Figure 1. Met2 routing.
Cells faint in the background.
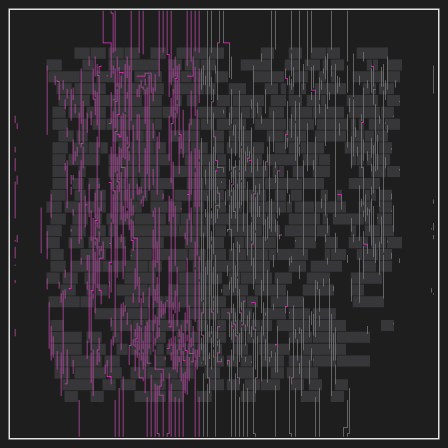
Figure 2. Placement view.
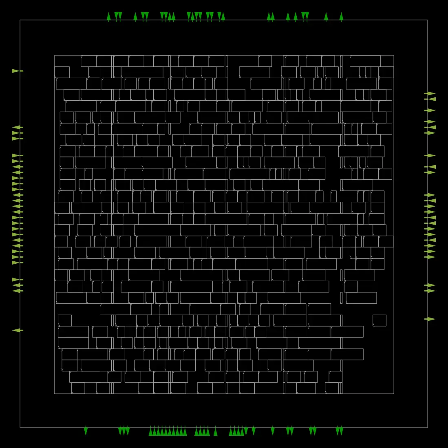
Figure 3. Sequential cells grouped by signal name.
Other sequential cells in the stronger gray, the rest of the logic in the fainter gray.
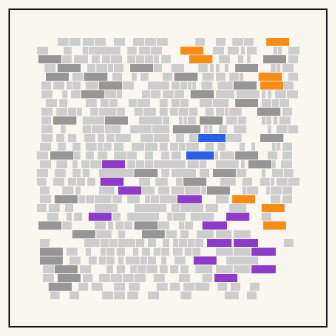
===== src/rtl/bram1_arbiter.sv =====
// rtl/bram1_arbiter.sv - two-port round-robin arbiter/sequencer for the byte-wide data BRAM
// Optional feature macro: BRAM_ARB_STATS_EN adds per-port ACK counters P0_CNT/P1_CNT.
module bram1_arbiter #(
    parameter int          ADDR_WIDTH = 13,
    parameter int unsigned FIXED_PRIO = 0
) (
    input  logic                  CLK,
    input  logic                  RST_N,
    input  logic                  P0_REQ,
    input  logic                  P0_WE,
    input  logic [ADDR_WIDTH-1:0] P0_ADDR,
    input  logic [7:0]            P0_WDATA,
    output logic                  P0_ACK,
    output logic [7:0]            P0_RDATA,
    input  logic                  P1_REQ,
    input  logic                  P1_WE,
    input  logic [ADDR_WIDTH-1:0] P1_ADDR,
    input  logic [7:0]            P1_WDATA,
    output logic                  P1_ACK,
    output logic [7:0]            P1_RDATA,
    output logic [ADDR_WIDTH-1:0] MEM_W_ADDR,
    output logic [ADDR_WIDTH-1:0] MEM_R_ADDR,
    output logic                  MEM_WRITE_EN,
    output logic                  MEM_READ_EN,
    output logic [7:0]            MEM_DIN,
    input  logic [7:0]            MEM_DOUT
`ifdef BRAM_ARB_STATS_EN
    ,
    output logic [31:0]           P0_CNT,
    output logic [31:0]           P1_CNT
`endif
);

    typedef enum logic [1:0] {
        IDLE   = 2'd0,
        ACCESS = 2'd1,
        DONE   = 2'd2
    } state_t;

    state_t                  state;
    state_t                  next_state;
    logic                    win;
    logic                    last;
    logic                    cmd_we;
    logic                    grant;
    logic                    sel_we;
    logic [ADDR_WIDTH-1:0]   sel_addr;
    logic [7:0]              sel_wdata;

    // Winner selection: a lone requester wins; on a tie the port that did not win last time
    // gets the grant, unless fixed priority pins it to port 0.
    always_comb begin
        grant = 1'b0;
        if (P0_REQ && P1_REQ) begin
            grant = (FIXED_PRIO != 0) ? 1'b0 : ~last;
        end else begin
            grant = P1_REQ;
        end
        sel_we    = grant ? P1_WE    : P0_WE;
        sel_addr  = grant ? P1_ADDR  : P0_ADDR;
        sel_wdata = grant ? P1_WDATA : P0_WDATA;
    end

    // Next-state logic: one access in flight, IDLE -> ACCESS -> DONE -> IDLE.
    always_comb begin
        next_state = state;
        case (state)
            IDLE:    if (P0_REQ || P1_REQ) next_state = ACCESS;
            ACCESS:  next_state = DONE;
            DONE:    next_state = IDLE;
            default: next_state = IDLE;
        endcase
    end

    // State register.
    always_ff @(posedge CLK) begin
        if (!RST_N) begin
            state <= IDLE;
        end else begin
            state <= next_state;
        end
    end

    // Command register, read-data capture and ACK pulse; unused MEM address/data hold.
    always_ff @(posedge CLK) begin
        if (!RST_N) begin
            win          <= 1'b0;
            last         <= 1'b1;
            cmd_we       <= 1'b0;
            MEM_W_ADDR   <= '0;
            MEM_R_ADDR   <= '0;
            MEM_DIN      <= '0;
            MEM_WRITE_EN <= 1'b0;
            MEM_READ_EN  <= 1'b0;
            P0_ACK       <= 1'b0;
            P1_ACK       <= 1'b0;
            P0_RDATA     <= '0;
            P1_RDATA     <= '0;
        end else begin
            case (state)
                IDLE: begin
                    if (P0_REQ || P1_REQ) begin
                        win    <= grant;
                        last   <= grant;
                        cmd_we <= sel_we;
                        if (sel_we) begin
                            MEM_W_ADDR   <= sel_addr;
                            MEM_DIN      <= sel_wdata;
                            MEM_WRITE_EN <= 1'b1;
                        end else begin
                            MEM_R_ADDR   <= sel_addr;
                            MEM_READ_EN  <= 1'b1;
                        end
                    end
                end
                ACCESS: begin
                    MEM_WRITE_EN <= 1'b0;
                    MEM_READ_EN  <= 1'b0;
                    if (!cmd_we) begin
                        if (win) P1_RDATA <= MEM_DOUT;
                        else     P0_RDATA <= MEM_DOUT;
                    end
                    P0_ACK <= ~win;
                    P1_ACK <= win;
                end
                DONE: begin
                    P0_ACK <= 1'b0;
                    P1_ACK <= 1'b0;
                end
                default: begin
                    P0_ACK <= 1'b0;
                    P1_ACK <= 1'b0;
                end
            endcase
        end
    end

`ifdef BRAM_ARB_STATS_EN
    // ACK counters: bumped together with the ACK they count, wrapping naturally at 32 bits.
    always_ff @(posedge CLK) begin
        if (!RST_N) begin
            P0_CNT <= '0;
            P1_CNT <= '0;
        end else if (state == ACCESS) begin
            if (win) P1_CNT <= P1_CNT + 32'd1;
            else     P0_CNT <= P0_CNT + 32'd1;
        end
    end
`endif

endmodule


===== config.mk =====
export PLATFORM = sky130hd
export DESIGN_NAME = bram1_arbiter
export DESIGN_NICKNAME = d
export VERILOG_FILES = /design/src/rtl/bram1_arbiter.sv
export SDC_FILE = /design/constraint.sdc
export NUM_CORES = 1
export LEC_CHECK = 0
export CAP_MARGIN = 30
export CORE_MARGIN = 8
export CORE_UTILIZATION = 41
export CTS_BUF_LIST = sky130_fd_sc_hd__clkbuf_8
export DETAILED_ROUTE_END_ITERATION = 10
export PLACE_DENSITY_LB_ADDON = 0.08
export SYNTH_ARGS = -nofsm -noshare
export SYNTH_HDL_FRONTEND = slang
export SYNTH_SLANG_ARGS = --single-unit

===== constraint.sdc =====
create_clock -name CLK -period 1.4 [get_ports CLK]
set_clock_uncertainty 0.2 [all_clocks]
set_input_delay 0.21 -clock CLK [delete_from_list [all_inputs] [get_ports CLK]]
set_output_delay 0.21 -clock CLK [all_outputs]
set_load 0.005 [all_outputs]

==> flow_metrics.tcl <==
# place-and-route summary
set metrics [dict create \
    critical_path_depth 7 \
    status "finished, violations left" \
    arrival_ns 1.69 \
    worst_slack_ns -0.2990 \
    yosys.area_share.adder_pct 0 \
    finalNetCount 489 \
    drive_above_1_share_pct 26.09 \
    drtIter0Drc 130 \
    min_to "state[1]" \
    antenna_found_initial 0 \
    muxShareOfSynthArea_pct 3.604 \
    cts_num_sinks 59 \
    cpMostUsedCell "buf_4" \
    yosysCellCount 284 \
    gr-total-overflow 0 \
    ys_area_um2 2778 \
    portBuffers 109 \
    crit_fanout 4 \
    rrSetupSlack_ns -0.30 \
    reg.largest.list "MEM_R_ADDR (13), MEM_W_ADDR (13)" \
    violations "negative setup slack" \
    die_w_um 98.31 \
    crit_required_ns 1.39 \
    hold_path.class "primary input to flip-flop" \
    setup_viol 54 \
]
Back to the opening pictures, Figure 1:
share of all routed wire: 49%
main direction: vertical
nets with wire on the layer: 430
Vias: 2,757
GR Layer Usage met2: 31.66%
DRT Wirelength: 9046 um

Back to the opening pictures, Figure 2:
# Taps: 80
num sequential: 59

Back to the opening pictures, Figure 3:
| color | name in the netlist | placed flops |
|---|---|---|
| blue | state | 2 |
| purple | MEM_R_ADDR | 13 |
| orange | P1_RDATA | 8 |

## timing repair
action	CTS	global route
resized	98	37
cloned	5	0
buffers inserted	10	2
endpoints found under the setup margin	107	60
pin swaps	17	17
hold endpoints to repair	0	0
## layer usage
metal,global-route usage [%],vias to the layer above,wire length [um]
met1,21.91,1309,3838
met5,0,-,0
met2,31.66,80,4434
li1,-,1360,-
met3,6.757,8,678
met4,6.021,0,94
## per-stage QoR
step           util [%]  total power, mW
6_report          71.09            4.884
5_1_grt           71.09            5.111
4_1_cts           69.44            4.867
3_5_place_dp      63.11            3.220
3_3_place_gp      63.11            3.203
2_1_floorplan         -            2.517
## power breakdown
group          internal (mW)  switching, mW
clock network          0.906          0.671
logic                  0.805          0.539
registers               1.85          0.111
total                   3.56           1.32
No activity file was given, so power comes from the tool's default toggle rates.
